## src/rtl/johnson_decoder.sv

```systemverilog
// Johnson-code decoder for a 4-bit Johnson counter: decodes the position,
// flags illegal codes and out-of-sequence steps, and locks onto a clean sequence.
module johnson_decoder #(
  parameter int LOCK_COUNT = 2,
  parameter int ALLOW_HOLD = 1
) (
  input  logic       clk,
  input  logic       rst,
  input  logic       in_valid,
  input  logic [3:0] jc_in,
  output logic [2:0] idx,
  output logic       idx_valid,
  output logic       illegal,
  output logic       seq_err,
  output logic       locked,
  output logic [7:0] err_cnt
);

  typedef enum logic {HUNT = 1'b0, TRACK = 1'b1} state_t;

  localparam logic [3:0] LOCK_TGT = 4'(LOCK_COUNT);

  state_t     state;
  logic [2:0] match_cnt;
  logic [2:0] prev;
  logic       prev_valid;

  logic       dec_legal;
  logic [2:0] dec_idx;
  logic       is_succ;
  logic       is_hold;
  logic [7:0] err_inc;

  // Returns {legal, position}; non-Johnson patterns decode as not legal.
  function automatic logic [3:0] jc_decode(input logic [3:0] code);
    case (code)
      4'b0000: jc_decode = {1'b1, 3'd0};
      4'b0001: jc_decode = {1'b1, 3'd1};
      4'b0011: jc_decode = {1'b1, 3'd2};
      4'b0111: jc_decode = {1'b1, 3'd3};
      4'b1111: jc_decode = {1'b1, 3'd4};
      4'b1110: jc_decode = {1'b1, 3'd5};
      4'b1100: jc_decode = {1'b1, 3'd6};
      4'b1000: jc_decode = {1'b1, 3'd7};
      default: jc_decode = {1'b0, 3'd0};
    endcase
  endfunction

  always_comb begin
    {dec_legal, dec_idx} = jc_decode(jc_in);
    // 3-bit add wraps 7 -> 0, which is exactly the Johnson successor rule
    is_succ = (dec_idx == prev + 3'd1);
    is_hold = (dec_idx == prev) && (ALLOW_HOLD != 0);
    err_inc = (err_cnt == 8'hFF) ? err_cnt : err_cnt + 8'd1;
  end

  assign locked = (state == TRACK);

  always_ff @(posedge clk) begin
    if (rst) begin
      state      <= HUNT;
      match_cnt  <= 3'd0;
      prev       <= 3'd0;
      prev_valid <= 1'b0;
      idx        <= 3'd0;
      idx_valid  <= 1'b0;
      illegal    <= 1'b0;
      seq_err    <= 1'b0;
      err_cnt    <= 8'd0;
    end else begin
      idx_valid <= 1'b0;
      illegal   <= 1'b0;
      seq_err   <= 1'b0;
      if (in_valid) begin
        if (!dec_legal) begin
          illegal    <= 1'b1;
          err_cnt    <= err_inc;
          state      <= HUNT;
          match_cnt  <= 3'd0;
          prev_valid <= 1'b0;
        end else begin
          idx        <= dec_idx;
          idx_valid  <= 1'b1;
          prev       <= dec_idx;
          prev_valid <= 1'b1;
          // Without a valid previous code there is nothing to compare against
          if (prev_valid) begin
            case (state)
              HUNT: begin
                if (is_succ) begin
                  if ({1'b0, match_cnt} + 4'd1 >= LOCK_TGT) begin
                    state     <= TRACK;
                    match_cnt <= 3'd0;
                  end else begin
                    match_cnt <= match_cnt + 3'd1;
                  end
                end else begin
                  match_cnt <= 3'd0;
                end
              end
              TRACK: begin
                if (!(is_succ || is_hold)) begin
                  seq_err   <= 1'b1;
                  err_cnt   <= err_inc;
                  state     <= HUNT;
                  match_cnt <= 3'd0;
                end else begin
                  state <= TRACK;
                end
              end
              default: begin
                state     <= HUNT;
                match_cnt <= 3'd0;
              end
            endcase
          end else begin
            match_cnt <= 3'd0;
          end
        end
      end else begin
        state <= state;
      end
    end
  end

endmodule

```

## config.mk

```make
export PLATFORM = sky130hd
export DESIGN_NAME = johnson_decoder
export DESIGN_NICKNAME = d
export VERILOG_FILES = /design/src/rtl/johnson_decoder.sv
export SDC_FILE = /design/constraint.sdc
export NUM_CORES = 1
export LEC_CHECK = 0
export CAP_MARGIN = 20
export CORE_ASPECT_RATIO = 1.5
export CORE_MARGIN = 1.5
export CORE_UTILIZATION = 47
export CTS_CLUSTER_DIAMETER = 30
export DETAILED_ROUTE_END_ITERATION = 8
export PLACE_DENSITY = 0.74
export SLEW_MARGIN = 20
export SYNTH_ARGS = -nofsm -noshare
export SYNTH_HDL_FRONTEND = slang
export SYNTH_SLANG_ARGS = --single-unit
export TNS_END_PERCENT = 30
```

## constraint.sdc

```tcl
create_clock -name clk -period 2.4 [get_ports clk]
set_input_delay 0.48 -clock clk [delete_from_list [all_inputs] [get_ports clk]]
set_output_delay 0.48 -clock clk [all_outputs]
set_load 0.02 [all_outputs]
```

==> results.env <==
OUTCOME='finished, final reports clean'
CRITICAL_PATH_ARRIVAL_NS=2.49
COUNT_OF_INPUT_AND_OUTPUT_BUFFERS=21
DETAILEDROUTE.FIRSTPASSITERATIONCOUNT=4
HOLD_END='match_cnt[1]'
AREA_FRACTION_IN_AND_OR_NAND_AND_NOR_CELLS_AFTER_SYNTHESIS_PCT=30.9
R2R-START='prev[1]'
TIMING.FINAL.CRIT_PERIOD_NS=2.34
CTS-BUFFERS-INSERTED=3
YS_TOP_LOGIC_FAMILY='simple AND/OR/NAND/NOR gates'
COMMON_CELLS='19 x sky130_fd_sc_hd__dfxtp_1, 12 x sky130_fd_sc_hd__nor2_1, 10 x sky130_fd_sc_hd__a21oi_1, 10 x sky130_fd_sc_hd__nand2b_1, 8 x sky130_fd_sc_hd__nor2b_1'
TRITONCTS='yes'
CTS_ROOT_BUFFER='sky130_fd_sc_hd__clkbuf_8'
LARGEST_NET_DEGREE_AT_THE_START_OF_GLOBAL_ROUTING=18
YOSYS.CELL_TYPES.COUNT=53
MAX_CAP_VIOLATIONS=0
CP_SLOWEST_CELL='sky130_fd_sc_hd__o211ai_4'
TIMING_WORST_SLEW_PIN_VALUE_NS=0.375
SWSHARE_PCT=30.5
PWR_DENSITY_CELL_mW_PER_MM2=439
MOST_COMMON_CELL='sky130_fd_sc_hd__dfxtp_1'
MAX-CLOCK-PATH-BUFFERS=2
GLOBAL_ROUTE_WIRE_LENGTH_BEFORE_REPAIR_UM=5750
DRT_ITER0_MARKERS=32
FP-ROW-COUNT=23
CLOCK_LATENCY_NS=0.26
SYNTHESIS.NETS=166
IO_PINS=22
YOSYSTOPAREACELLSHARE_PCT=28.5
CRIT_PATH_MAX_FANOUT=8
CLK_PIN_SLEW_NS=0.07
COMBINATIONALPOWER_mW=0.245
POSTSYNTHAREAPERCELL_UM2=8.62
CYCLE_USE_FINAL_PCT=97.4
CRITICAL_PATH.CELL_CHAIN='dlygate4sd2_1, buf_4, nand2b_1, o22a_1, o211ai_1, a32oi_4, o211ai_4, and2_4, mux2_4'
RR_ENDPOINT='err_cnt[6]'
MAX_FREQ_GHz=0.428
ANTENNA_CELLS=0
TRACK_USAGE_PCT=25.1
DRC=0
ANTENNA_FOUND_INITIAL=0
SYNTH_COMPOUND_GATE_AREA_SHARE_PCT=20.7
TIMING.SLEW.HEADROOM_PCT=74.9
ENDPOINT_KIND='flop'
AREAGROWTHSYNTHTOFINISH_PCT=38.7
FINALPOWER_mW=0.814
RSZ0062_AT_GRT='no'
DIE_W_UM=46.5
how the worst max path moves through the flow:
stage / slack (ns) / to / cells past startpoint / startpoint
3_3_place_gp: -0.40 / err_cnt[4] / 8 / jc_in[1]
5_1_grt: 0.005 / err_cnt[6] / 9 / jc_in[0]
4_1_cts: 0.007 / err_cnt[0] / 10 / jc_in[1]
6_report: 0.06 / err_cnt[0] / 9 / jc_in[0]
3_5_place_dp: -0.47 / err_cnt[4] / 9 / jc_in[3]
2_1_floorplan: 0.0008 / err_cnt[3] / 8 / prev[0]
layout make-up:
type	count	area [µm²]
Timing Repair Buffer	47	393
Clock buffer	4	45.0
Inverter	6	22.5
Tap cell	37	46.3
Fill cell	229	823
Sequential cell	19	382
Multi-Input combinational cell	123	965
worst reg2reg max path: cells and delay by family (launching register included):
family / cells / cell delay [ns]
muxes: 1 / 0.32
DFF: 1 / 0.35
adders and majority gates: 1 / 0.31
AOI/OAI and AO/OA: 4 / 0.69
and+or+nand+nor: 2 / 0.50
timing repair:
item                       4_1_cts  5_1_grt
cloned                           0        0
setup endpoints to repair       11        7
pin swaps                        8        6
gates resized                   16        9
placed cells by master, fill, tap and decap left out, types with 3 or more instances in the layout:
cell                              netlist  layout
sky130_fd_sc_hd__o21ai_0                4       3
sky130_fd_sc_hd__and3_1                 3       3
sky130_fd_sc_hd__a21oi_2                0       5
sky130_fd_sc_hd__inv_1                  6       6
sky130_fd_sc_hd__mux2i_1                3       3
sky130_fd_sc_hd__mux2_1                 6       6
sky130_fd_sc_hd__clkbuf_8               0       3
sky130_fd_sc_hd__nand2b_1              10      10
sky130_fd_sc_hd__clkbuf_2               0       3
sky130_fd_sc_hd__nor2_1                12      12
sky130_fd_sc_hd__buf_4                  2      25
sky130_fd_sc_hd__nand4_1                3       3
sky130_fd_sc_hd__nor2b_1                8       8
sky130_fd_sc_hd__a21oi_1               10       5
sky130_fd_sc_hd__clkdlybuf4s50_1        0      17
sky130_fd_sc_hd__dfxtp_1               19      18
sky130_fd_sc_hd__nand2_1                5       5
sky130_fd_sc_hd__ha_1                   4       3
sky130_fd_sc_hd__nand3_1                7       7
state kept, by name, summed over array words and instances, names as in the netlist:
register	count
prev	3
locked	1
err_cnt	8
match_cnt	3
seq_err	1
illegal	1
idx_valid	1
prev_valid	1
per-stage QoR:
step / area [µm²] / instances / setup WS [ns] / hold slack (ns)
floorplan: 1340 / 155 / 0.000819 / 0.456
global placement: 1750 / 232 / -0.404 / 0.466
detailed placement: 1750 / 232 / -0.473 / 0.500
CTS: 1850 / 236 / 0.00651 / 0.510
global route: 1850 / 236 / 0.00492 / 0.546
finish: 1850 / 236 / 0.0630 / 0.503
metal layers:
metal	GRT usage [%]	wire [µm]
met3	3.17	102
met5	0	0
met2	50.5	2080
met4	16.4	114
met1	20.9	1260
cells by family (layout without fill, tap and decap cells):
family                     after synthesis  after routing
muxes                                   11             11
and+or+nand+nor                         69             69
buffers and inverters                   13             57
AOI/OAI and AO/OA                       35             35
DFF                                     19             19
adders and majority gates                4              4
xor gates and xnor gates                 4              4
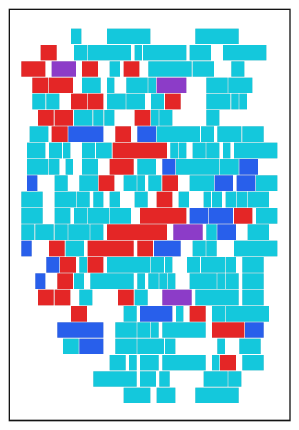
Figure 1: drive-strength map.
Drawn at 6 px/µm.
_2 cells -> blue  # cells 18, share 9.0%, most used a21oi_2
_0 and _1 cells -> cyan  # cells 142, share 71%, most used dfxtp_1
_3 and _4 cells -> red  # cells 35, share 18%, most used buf_4
_6 and larger -> purple  # cells 4, share 2.0%, most used clkbuf_8

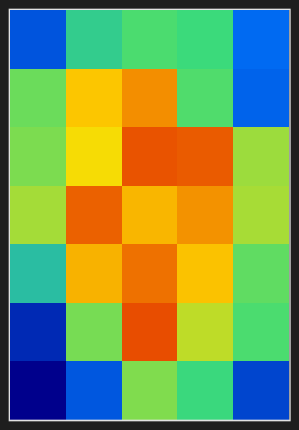
Figure 2: local utilization.
Drawn at 6 px/µm. 5 x 7 tiles, from dark blue (low) to red (high), 0 to 100% covered.
emptiest ninth of the die = south-west
densest ninth of the die = centre
tiles over 75% full = 31%
starting density of the core: 49.9%
Floorplan Core Area: 0.00268 mm²

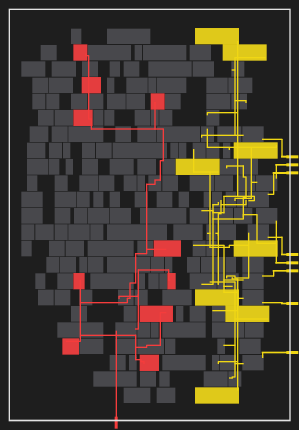
Figure 3: wires at chosen ports, followed through buffers.
Drawn at 6 px/µm.
`in_valid` -> red  # direction input, edge south, end cells 10, buffers 2, wire 150 µm
`err_cnt` -> yellow  # direction output, edge east, end cells 8, buffers 8, wire 329 µm

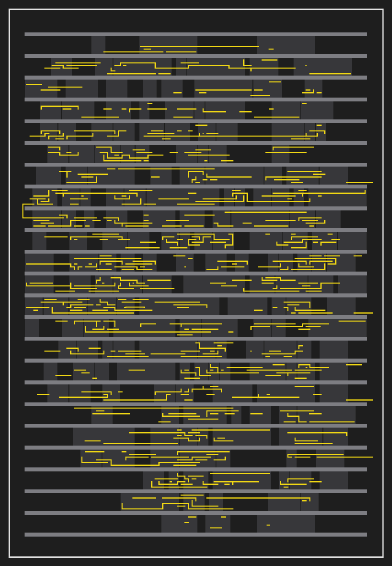
Figure 4: signal wires on met1.
Drawn at 8 px/µm. Supply wires on this layer in grey.
share of all routed wire = 35%
longest straight run = 21.6 µm
main direction = horizontal
routed wire length: 3560 µm
GR met1 Demand/Resource: 20.9%
detailed-route via count: 1340

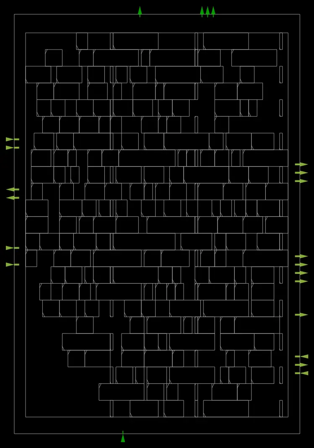
Figure 5: placed standard cells.
number of non-filler instances in the completed layout: 236
number of tapcells: 37
sequential fraction of total cell area: 20.6%
final cell utilization of the core: 69.2%

